Fig. 1: M1 wires
Drawn at 4 px/um.
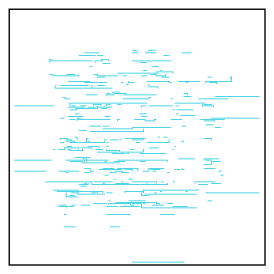
Fig. 2: gate-type map
Drawn at 4 px/um.
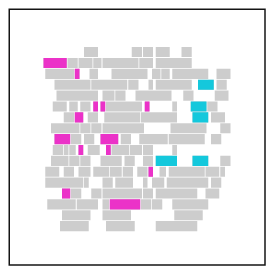
Fig. 3: track usage over the die
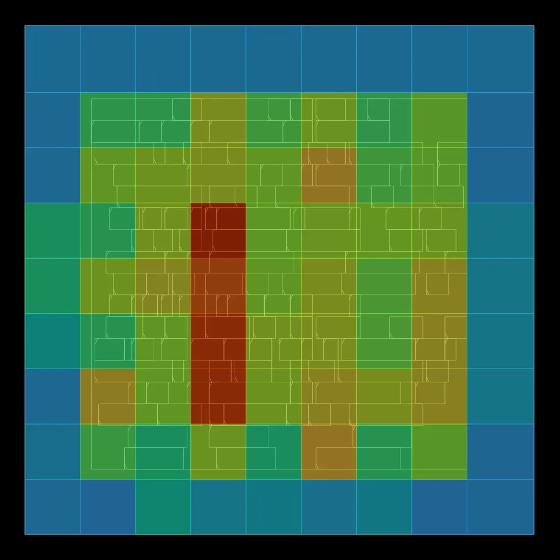
Fig. 4: sequential cells colored by netlist name
Drawn at 8 px/um. Other sequential cells in the stronger gray, the rest of the logic in the fainter gray.
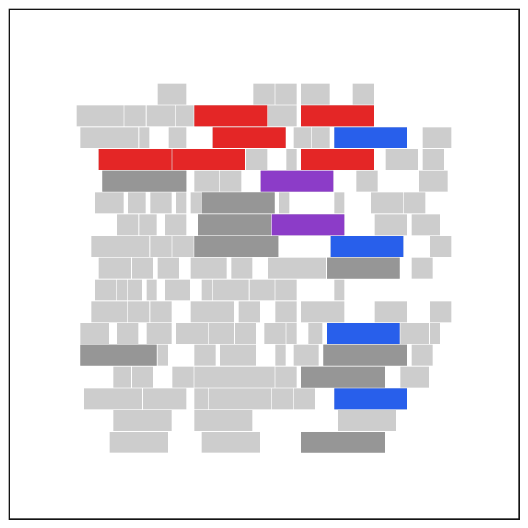
==> config.mk <==
export PLATFORM = sky130hd
export DESIGN_NAME = fifo_cmd_issuer_flat
export DESIGN_NICKNAME = d
export VERILOG_FILES = /design/src/rtl/fifo_cmd_issuer_pkg.sv /design/src/rtl/fifo_cmd_issuer_if.sv /design/src/rtl/fifo_cmd_issuer_rr_arbiter_2.sv /design/src/rtl/fifo_cmd_issuer.sv /design/src/flat_wrapper.sv
export SDC_FILE = /design/constraint.sdc
export NUM_CORES = 1
export LEC_CHECK = 0
export CAP_MARGIN = 10
export CORE_MARGIN = 8
export CORE_UTILIZATION = 39
export DETAILED_ROUTE_END_ITERATION = 10
export HOLD_SLACK_MARGIN = 0.15
export PLACE_DENSITY_LB_ADDON = 0.15
export SLEW_MARGIN = 20
export SYNTH_ARGS = -nofsm -noshare
export SYNTH_HDL_FRONTEND = slang
export SYNTH_SLANG_ARGS = --single-unit
==> constraint.sdc <==
create_clock -name clk -period 2.1 [get_ports clk]
set_input_delay 0.525 -clock clk [delete_from_list [all_inputs] [get_ports clk]]
set_output_delay 0.525 -clock clk [all_outputs]
set_load 0.1 [all_outputs]
==> impl_metrics.ini <==
; generated from flow reports
[drt]
routed_via_density = 4.64
drc_errors = 0
wl_met1_um = 850
met2WireLength_mm = 1.08
firstDrtPassIters = 4
ant_nets = 0
wl_met3_um = 155
routed_wl_mm = 2.11
drtIter0Drc = 7

[setup_path]
crit_family = AND-OR/OR-AND gates
cp.depth = 5
critPathBufInv = 2
max_stage_delay_ns = 0.51
cp-end-kind = output port
cp_data_arrival_time_ns = 1.82
required_ns = 1.57
crit_chain = o41ai_4, buf_4, nor2_2, a211oi_4, buf_12
path_class = flip-flop to output port
cp_max_fo = 2
cp-start-kind = flip-flop
slowest_stage = dfrtp_4
reg2reg_slack_ns = -0.10

[pwr]
top_power_group = combinational logic
p_total_w = 0.00197
p_leak_nw = 0.701
power_density_nw_per_um2 = 1290
ir_drop_mv = 1.43
comb-power_w = 0.00122
p_seq_share_pct = 28.8
clkPwrFrac_pct = 9.5
powerClk_w = 0.000188
swShare_pct = 45.7

[run]
drv_cap = 0
warnings = 29

[sta]
grt_setup_unrepaired = yes
finalSetupViolCount = 5
fin_worst_skew_ns = 0.00858
drv_slew = 0
layout_min_cycle_time_ns = 2.35
fin_crit_sh_pct = 112
fin_ws_ns = -0.250
finalHoldViolations = 0

[yosys]
ys.flops = 21
yosysWarnings = 0
synth_stat.cells = 69
netlist.top_cell.by_area = dfrtp_1
fa_ha_area_share_pct = 5.11
synth.distinct_cells = 30
postSynthCellCount = 69
synth-seq-area-share_pct = 59.7
synthTopCellsByCount = dfrtp_1 (20), nor2_1 (9), and2_1 (4), mux2_2 (4)
edf_count = 0
aoi_share_pct = 9.65
ys_area_um2 = 882
muxShareOfSynthArea_pct = 6.81
top_logic_kind = simple AND/OR/NAND/NOR gates
syn_nets = 85
synth_area_um2 = 882
synth_top_area_share_pct = 56.7
simple_gate_share_pct = 14.5
xor_share_pct = 1.99
top_cell = dfrtp_1

[placement]
dpl_cell_area_um2 = 1430
dpl.cell_count = 142
globalplace.congestion = 0.840
hpwl_mm = 1.58
numPortBuffers = 30

[floorplanning]
fp_util_pct = 40.7
die_h_um = 63.6
die_w_um = 63.6
dieArea_um2 = 4040
num_rows = 17
pin_count = 31
core_area_um2 = 2170

[layout]
logic_gate_count = 43
mi_logic_area_um2 = 393
nNonClkInverters = 4
final_cell_mix = buf_4 (30), dfrtp_1 (15), clkdlybuf4s50_1 (11)
flops = 21
clock_buffers = 4
nets = 140
largest_reg_flops = 6
final-nonclk-buf-share_pct = 33.8
final-clk-cell-share_pct = 1.71
fillers = 166
buffers = 51

[global_routing]
grt_pass1_wl_mm = 3.48
grt_usage_pct = 10.6
grtUsageMet2_pct = 17.6
grt_pass1_vias = 758
grt_start_max_net_pins = 22

[clock_network]
cts_hold_repair.buffers = 0
worstSkewPairLatency_ns = 0.30
cts_tree = done
cts_root_buf = clkbuf_4
cts_resized = 7
cts-htree-levels = 1
cts_sinks = 21
cts_inserted_buffers = 3

[status]
status = complete, but fails checks
violations = negative setup slack
-- Fig. 1 (at the start) --
main direction = horizontal
wire length on this layer = 851 um
M1 GR Usage: 11.6%
total number of vias: 701

-- Fig. 2 (at the start) --
magenta -> nor cells  # cells 13, most used nor2_1
cyan -> mux cells  # cells 5, most used mux2_2, where middle right
Top cell excl fill/tap: buf_4
Layout Cells excl Fill: 151
logic share of the area: 25.6%

-- Fig. 3 (at the start) --
global-route met3 utilization: 4.42%
Final Util: 70.6%
grt peak-use layer: met2
wire length per cell: 14.0 um

-- Fig. 4 (at the start) --
purple -> `u_core.tag1_q`  # sequential cells 2
red -> `u_core.bus.vector_out`  # sequential cells 6, where top center
blue -> `u_core.bus.rd_data`  # sequential cells 4
not colored = 9
Reg area: 546 um2
flop share of the area: 35.6%
Seq power: 0.000568 W

Power and IR drop assume default switching activity.
